==> src/rtl/timeclock_pkg.sv <==
// Shared encodings, field limits and blink masks for the TimeClock set controller.
package timeclock_pkg;

    typedef enum logic [1:0] {
        ST_RUN      = 2'd0,
        ST_SET_HOUR = 2'd1,
        ST_SET_MIN  = 2'd2,
        ST_SET_SEC  = 2'd3
    } state_e;

    localparam logic [5:0] HOUR_MAX = 6'd23;
    localparam logic [5:0] MIN_MAX  = 6'd59;
    localparam logic [5:0] SEC_MAX  = 6'd59;

    localparam logic [5:0] MASK_HOUR = 6'b110000;
    localparam logic [5:0] MASK_MIN  = 6'b001100;
    localparam logic [5:0] MASK_SEC  = 6'b000011;

    // Step a field by one with wrap-around inside 0..max_val.
    function automatic logic [5:0] wrap_step(input logic [5:0] val,
                                             input logic [5:0] max_val,
                                             input logic       up);
        if (up)
            return (val >= max_val) ? 6'd0 : val + 6'd1;
        else
            return (val == 6'd0 || val > max_val) ? max_val : val - 6'd1;
    endfunction

    function automatic logic [5:0] clamp(input logic [5:0] val, input logic [5:0] max_val);
        return (val > max_val) ? max_val : val;
    endfunction

endpackage

==> src/rtl/btn_edge_detect.sv <==
// Rising-edge press detector; previous value resets high so a button held
// through reset release is not seen as a press.
module btn_edge_detect (
    input  logic i_clk,
    input  logic i_reset,
    input  logic i_btn,
    output logic o_press
);

    logic prev_q;
    logic prev_d;

    always_comb prev_d = i_btn;

    // NOTE: sequential state uses non-blocking assignment so every flop samples pre-edge values.
    always_ff @(posedge i_clk or posedge i_reset) begin
        if (i_reset) prev_q <= 1'b1;
        else         prev_q <= prev_d;
    end

    assign o_press = i_btn & ~prev_q;

endmodule

==> src/rtl/timeclock_set_ctrl.sv <==
// RUN / SET sequencer for the TimeClock counter: shadow editing, load strobe,
// inactivity timeout and per-field blink masks.
module timeclock_set_ctrl
    import timeclock_pkg::*;
#(
    parameter int unsigned BLINK_HALF     = 25_000_000,
    parameter int unsigned TIMEOUT_CYCLES = 1_000_000_000
) (
    input  logic       i_clk,
    input  logic       i_reset,
    input  logic       i_btn_mode,
    input  logic       i_btn_sel,
    input  logic       i_btn_up,
    input  logic       i_btn_down,
    input  logic [5:0] i_hour,
    input  logic [5:0] i_min,
    input  logic [5:0] i_sec,
    output logic       o_run_en,
    output logic       o_load,
    output logic [5:0] o_load_hour,
    output logic [5:0] o_load_min,
    output logic [5:0] o_load_sec,
    output logic [5:0] o_disp_hour,
    output logic [5:0] o_disp_min,
    output logic [5:0] o_disp_sec,
    output logic [5:0] o_blink_mask,
    output logic [1:0] o_state
);

    localparam int BLINK_W = (BLINK_HALF > 1) ? $clog2(BLINK_HALF) : 1;
    localparam int TMO_W   = (TIMEOUT_CYCLES > 1) ? $clog2(TIMEOUT_CYCLES) : 1;
    localparam logic [BLINK_W-1:0] BLINK_LAST = BLINK_W'(BLINK_HALF - 1);
    localparam logic [TMO_W-1:0]   TMO_LAST   = TMO_W'(TIMEOUT_CYCLES - 1);

    logic press_mode, press_sel, press_up, press_down, any_press;

    btn_edge_detect u_mode (.i_clk(i_clk), .i_reset(i_reset), .i_btn(i_btn_mode), .o_press(press_mode));
    btn_edge_detect u_sel  (.i_clk(i_clk), .i_reset(i_reset), .i_btn(i_btn_sel),  .o_press(press_sel));
    btn_edge_detect u_up   (.i_clk(i_clk), .i_reset(i_reset), .i_btn(i_btn_up),   .o_press(press_up));
    btn_edge_detect u_down (.i_clk(i_clk), .i_reset(i_reset), .i_btn(i_btn_down), .o_press(press_down));

    assign any_press = press_mode | press_sel | press_up | press_down;

    state_e             state_q, state_d;
    logic [5:0]         hour_q, hour_d, min_q, min_d, sec_q, sec_d;
    logic               load_q, load_d;
    logic [BLINK_W-1:0] blink_q, blink_d;
    logic               phase_q, phase_d;
    logic [TMO_W-1:0]   tmo_q, tmo_d;

    always_comb begin
        // NOTE: every signal gets a default first so no path leaves one unassigned (no latches).
        state_d = state_q;
        hour_d  = hour_q;
        min_d   = min_q;
        sec_d   = sec_q;
        load_d  = 1'b0;
        blink_d = '0;
        phase_d = 1'b0;
        tmo_d   = '0;

        if (state_q == ST_RUN) begin
            if (press_mode) begin
                hour_d  = clamp(i_hour, HOUR_MAX);
                min_d   = clamp(i_min, MIN_MAX);
                sec_d   = clamp(i_sec, SEC_MAX);
                state_d = ST_SET_HOUR;
            end
        end else if (any_press) begin
            // Any press leaves blink and idle timers at zero so the field shows at once.
            if (press_mode) begin
                load_d  = 1'b1;
                state_d = ST_RUN;
            end else if (press_sel) begin
                case (state_q)
                    ST_SET_HOUR: state_d = ST_SET_MIN;
                    ST_SET_MIN:  state_d = ST_SET_SEC;
                    default:     state_d = ST_SET_HOUR;
                endcase
            end else begin
                case (state_q)
                    ST_SET_HOUR: hour_d = wrap_step(hour_q, HOUR_MAX, press_up);
                    ST_SET_MIN:  min_d  = wrap_step(min_q, MIN_MAX, press_up);
                    default:     sec_d  = wrap_step(sec_q, SEC_MAX, press_up);
                endcase
            end
        end else if (tmo_q == TMO_LAST) begin
            state_d = ST_RUN;
        end else begin
            tmo_d   = tmo_q + TMO_W'(1);
            blink_d = (blink_q == BLINK_LAST) ? '0 : blink_q + BLINK_W'(1);
            phase_d = (blink_q == BLINK_LAST) ? ~phase_q : phase_q;
        end
    end

    always_ff @(posedge i_clk or posedge i_reset) begin
        if (i_reset) begin
            state_q <= ST_RUN;
            hour_q  <= '0;
            min_q   <= '0;
            sec_q   <= '0;
            load_q  <= 1'b0;
            blink_q <= '0;
            phase_q <= 1'b0;
            tmo_q   <= '0;
        end else begin
            state_q <= state_d;
            hour_q  <= hour_d;
            min_q   <= min_d;
            sec_q   <= sec_d;
            load_q  <= load_d;
            blink_q <= blink_d;
            phase_q <= phase_d;
            tmo_q   <= tmo_d;
        end
    end

    always_comb begin
        o_blink_mask = '0;
        if (phase_q) begin
            case (state_q)
                ST_SET_HOUR: o_blink_mask = MASK_HOUR;
                ST_SET_MIN:  o_blink_mask = MASK_MIN;
                ST_SET_SEC:  o_blink_mask = MASK_SEC;
                default:     o_blink_mask = '0;
            endcase
        end
    end

    assign o_run_en    = (state_q == ST_RUN);
    assign o_load      = load_q;
    assign o_load_hour = hour_q;
    assign o_load_min  = min_q;
    assign o_load_sec  = sec_q;
    assign o_disp_hour = (state_q == ST_RUN) ? i_hour : hour_q;
    assign o_disp_min  = (state_q == ST_RUN) ? i_min  : min_q;
    assign o_disp_sec  = (state_q == ST_RUN) ? i_sec  : sec_q;
    assign o_state     = state_q;

endmodule

==> config.mk <==
export PLATFORM = sky130hd
export DESIGN_NAME = timeclock_set_ctrl
export DESIGN_NICKNAME = d
export VERILOG_FILES = /design/src/rtl/timeclock_pkg.sv /design/src/rtl/btn_edge_detect.sv /design/src/rtl/timeclock_set_ctrl.sv
export SDC_FILE = /design/constraint.sdc
export NUM_CORES = 1
export LEC_CHECK = 0
export ABC_CLOCK_PERIOD_IN_PS = 8100
export CORE_ASPECT_RATIO = 1.4
export CORE_MARGIN = 10
export CORE_UTILIZATION = 35
export CTS_CLUSTER_DIAMETER = 120
export CTS_CLUSTER_SIZE = 28
export DETAILED_ROUTE_END_ITERATION = 12
export GPL_TIMING_DRIVEN = 0
export PLACE_DENSITY = 0.62
export SYNTH_ARGS = -nofsm -noshare
export SYNTH_HDL_FRONTEND = slang
export SYNTH_SLANG_ARGS = --single-unit
==> constraint.sdc <==
create_clock -name i_clk -period 8.1 [get_ports i_clk]
set_clock_uncertainty 0.15 [all_clocks]
set_input_delay 1.215 -clock i_clk [delete_from_list [all_inputs] [get_ports i_clk]]
set_output_delay 1.215 -clock i_clk [all_outputs]
set_load 0.05 [all_outputs]
placement.png
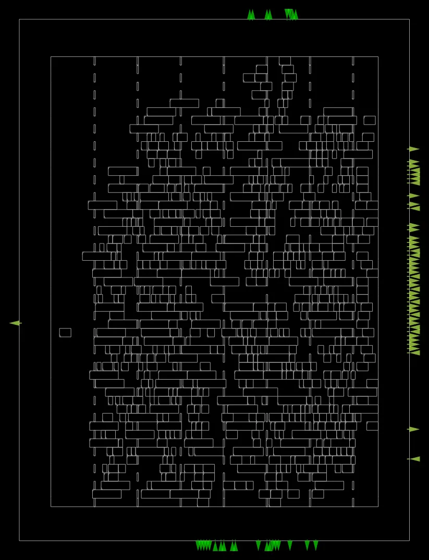
tally of non-filler cells in the final layout: 903
Flops: 81
count of inserted tapcells: 192
Core Rows: 53

placement_by_type.png
Scale: 3 px per um.
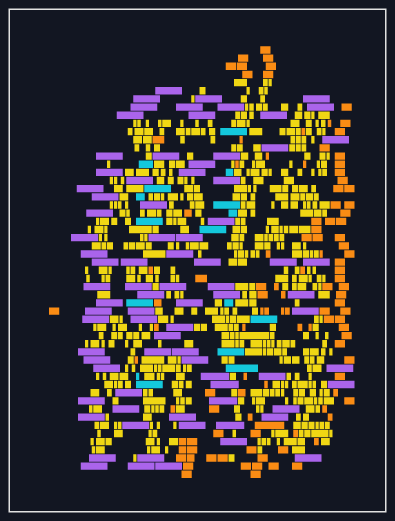
| class | colour | cells |
|---|---|---|
| clock drivers and dummy loads | cyan | 16 |
| sequential cells | purple | 81 |
| combinational and other logic | yellow | 506 |
| remaining buffers and delay cells | orange | 108 |
register share of the cell area: 0.305
Core Region: 0.0151 mm^2

==> results.md <==
| Stage | Metric | This run |
|:---|:---|:---|
| outcome | Status | finished, final reports clean |
| grt | Vias in the first global route | 5040 |
| power and ir drop | Switching part of the total power | 0.507 |
| power and ir drop | Relative contribution of combinational cells to total power | 0.600 |
| clocking | Clock insertion delay at the later pin of the skew report | 0.34 ns |
| cells and area | Nets | 747 |
| clocking | Max H-tree Level | 3 |
| synth | Commonest cells in the netlist | nor2_1 (84), dfrtp_1 (77), nand2_1 (50) |
| synth | Instance tally after logic synthesis | 625 |
| clocking | Number of hold buffers added after CTS | 0 |
| setup path | CP Max Fanout | 10 |
| timing | Final sum of negative setup slack | 0 ns |
| synth | Flip-flops with a built-in enable | 0 |
| timing | Final-report max-slew violation count | 0 |
| cells and area | Share of cells above drive strength 1 | 0.0985 |
| floorplan | Vertical die size | 167 um |
| hold path | Path category of the worst min-delay check | reg -> reg |
| grt | Antenna violations before repair | 0 |
| synth | Seq/Total Area, Yosys | 0.376 |
| timing | Slew Limit Headroom | 0.587 |
| synth | Fraction of registers with async set/reset | 1.00 |
| grt | Grt ovf | 0 |
| run | Number of max-cap violations | 0 |
| clocking | Clock tree buffer depth | 2 |
| hold path | Hold Crit Depth | 1 |
| setup path | Type of element capturing the critical path | output port |
| power and ir drop | Internal power summed over all cells | 1.18 mW |
| timing | Minimum clock period after layout | 4.85 ns |
| synth | Most frequently used cell type in the post-synthesis netlist | nor2_1 |
| power and ir drop | P per Cell Area | 360 mW/mm^2 |
| grt | Maximum number of pins on one net before global-route repair | 64 |
| power and ir drop | Peak ir drop on the vdd network | 0.246 mV |
| detailed routing | Vias per std cell | 5.53 |
| setup path | Worst Path Arrival | 3.49 ns |
| timing | Hold Fails Final Rpt | 0 |
| clocking | Clk sinks | 81 |
| place | HPWL after detailed placement | 11700 um |
| clocking | Post CTS Setup Buffer Count | 0 |
| detailed routing | DR iter-0 viols | 506 |
| timing | RSZ-0062 raised after global routing | false |
| detailed routing | Average routed wire per standard cell | 17.4 um |
| synth | Post-synthesis instance area | 0.00540 mm^2 |
| synth | Flip-flop and latch count after synthesis | 81 |
| floorplan | Number of primary I/O pins | 70 |
| timing | Worst hold slack after final layout | 0.306 ns |
| synth | Area share of the leading cell type in the synthesized netlist | 0.357 |
| floorplan | Die Wd | 125 um |
| synth | Most common flop cell mapped by yosys | dfrtp_1 |
| synth | Synthesized net count | 666 |
| grt | GRT Overall Usage | 0.146 |
| setup path | CP required | 6.73 ns |
| grt | Wire length of the first global-routing pass | 25800 um |
| timing | Slew at the pin closest to its max-slew limit | 0.620 ns |
| power and ir drop | Static Leakage | 2.70 nW |
| run | Number of warnings the tools reported | 37 |
| clocking | Total CTS buffers | 9 |
| timing | Final tally of setup violations | 0 |
| cells and area | Final antenna diode count | 0 |
| synth | Top area cell types | dfrtp_1 (36%), nor2_1 (5.8%), xor2_1 (5.5%) |
| timing | Achievable frequency | 0.206 GHz |
| clocking | Root buf cell | clkbuf_16 |
| setup path | Path type of the worst setup path | reg -> out |
| setup path | Launching element type of the critical path | flip-flop |
| setup path | Reg2reg path depth | 7 |
| detailed routing | Iteration count of the initial detailed-routing pass | 8 |
| clocking | TritonCTS clock tree | done |
| synth | Yosys warning tally | 0 |
| detailed routing | Number of antenna-violating nets in the routed design | 0 |
| place | Worst slack at placement | 3.62 ns |
| floorplan | FP Core Util | 0.357 |
| place | Final GP Congestion | 0.949 |
| power and ir drop | Sequential power share | 0.221 |
| synth | Cell accounting for the most synthesized area | dfrtp_1 |
| synth | Area figure in the yosys stat output | 0.00540 mm^2 |
| synth | Cell count listed in synth_stat.txt | 625 |
| power and ir drop | Switching power total | 1.22 mW |
| floorplan | DIE AREA | 0.0209 mm^2 |
| power and ir drop | Total design power | 2.40 mW |
| synth | Post-synthesis area per instance | 8.64 um^2 |
| power and ir drop | Clock network fraction of total power | 0.178 |
| clocking | Clk pin slew, worst setup/hold paths | 0.06 ns |
| detailed routing | Via total after detailed routing | 4990 |
| timing | Post-route fraction of the period consumed by the critical path | 0.599 |
| clocking | Cts repair resizes | 0 |
| detailed routing | Post-detailed-route DRC marker count | 0 |
| synth | Cell Type Count | 68 |
| place | Count of input and output buffers | 69 |
sizes.png
Scale: 2 px per um.
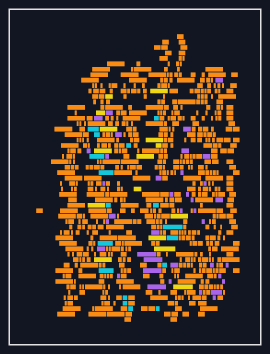
| size | colour | cells | share |
|---|---|---|---|
| _0 and _1 cells | orange | 641 | 90% |
| _2 cells | purple | 38 | 5.3% |
| _6 and larger | yellow | 15 | 2.1% |
| _3 and _4 cells | cyan | 17 | 2.4% |
final setup slack of the worst path: 3.25 ns
Design Area, Final: 0.00667 mm^2
Area Growth Syn to Fin: 23.5%
Buffers excl. clock: 108

layer_met3.png
Scale: 1.5 px per um.
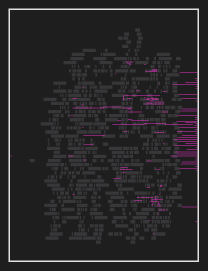
nets with wire on the layer: 83
longest straight run: 21.4 um
met3 usage in global routing: 0.0241
Routed Wire Length: 15700 um

==> worst max-delay path, cell delays in order, from the launching register on <==
cell             delay [ns]
dfrtp_1                0.45
inv_1                  0.16
ha_1                   0.30
buf_2                  0.27
buf_1                  0.50
clkbuf_1               0.44
nand2_1                0.08
o21ai_0                0.10
clkdlybuf4s50_1        0.84
==> state kept, by name, indices dropped and copies added, names as in the netlist <==
| name | flops |
|---|---|
| blink_q | 25 |
| o_load | 1 |
| o_load_hour | 6 |
| o_load_min | 6 |
| o_load_sec | 6 |
| o_state | 2 |
| phase_q | 1 |
| tmo_q | 30 |
| u_down.prev_q | 1 |
| u_mode.prev_q | 1 |
| u_sel.prev_q | 1 |
| u_up.prev_q | 1 |
==> cells by family after synthesis <==
| group | share of synthesized area |
|---|---|
| simple gates | 0.275 |
| compound gates | 0.165 |
| flops | 0.376 |
| buf+inv | 0.0509 |
| xor+xnor | 0.0794 |
| fa+ha+maj | 0.0394 |
| mux | 0.0144 |
==> per-layer routing <==
metal / GRT usage / wire [um]
met1: 0.159 / 6400
met2: 0.268 / 8170
met3: 0.0241 / 658
met4: 0.0708 / 486
met5: 0 / 0
==> placed cells by master (no fill, tap or decap), types with 7 or more instances in the layout <==
cell             count
a21o_1               8
a21oi_1             32
a31oi_1             13
and2_1               7
and3_1              12
buf_2               16
clkbuf_1            14
clkbuf_16            9
clkdlybuf4s50_1     69
dfrtp_1             77
ha_1                17
inv_1               19
nand2_1             50
nand2b_1             9
nand3_1             30
nand3b_1             8
nand4_1             24
nor2_1              84
nor2b_1              7
nor3_1              13
o21ai_0             40
xnor2_1             15
xor2_1              34
==> final cells by class <==
type | count | area, um^2
Timing Repair Buffer | 70 | 718
Inverter | 20 | 77.6
Tap cell | 192 | 240
Clock buffer | 11 | 243
Fill cell | 1512 | 8450
Sequential cell | 81 | 2030
Clock inverter | 5 | 63.8
Buffer | 38 | 200
Multi-Input combinational cell | 486 | 3100
==> path summary, 6_finish.rpt <==
| kind | startpoint | end | slack, ns |
|---|---|---|---|
| setup reg to reg | o_state[1]$_DFFE_PP0P_ | o_load_hour[4]$_DFFE_PP0P_ | 5.42 |
| setup / recovery | o_state[1]$_DFFE_PP0P_ | o_disp_min[0] | 3.25 |
| min in group asynchronous | i_reset | blink_q[6]$_DFF_PP0_ | 1.02 |
| hold reg to reg | tmo_q[0]$_DFF_PP0_ | tmo_q[0]$_DFF_PP0_ | 0.31 |
| hold / removal | tmo_q[0]$_DFF_PP0_ | tmo_q[0]$_DFF_PP0_ | 0.31 |
| max in group asynchronous | i_reset | u_sel.prev_q$_DFF_PP1_ | 6.16 |
==> metrics by stage <==
stage	utilization	cells	area (um^2)
2_1_floorplan	-	625	5400
3_3_place_gp	0.419	886	6330
3_5_place_dp	0.421	887	6360
4_1_cts	0.441	903	6670
5_1_grt	0.441	903	6670
6_report	0.441	903	6670
==> power groups by stage <==
stage	Sequential (mW)	Clock, mW	Combinational [mW]
3_3_place_gp	0.535	0	1.41
2_1_floorplan	0.675	0	0.843
6_report	0.532	0.429	1.44
4_1_cts	0.530	0.435	1.44
5_1_grt	0.539	0.453	1.54
3_5_place_dp	0.537	0	1.43
No activity file was given, so power comes from the tool's default toggle rates.
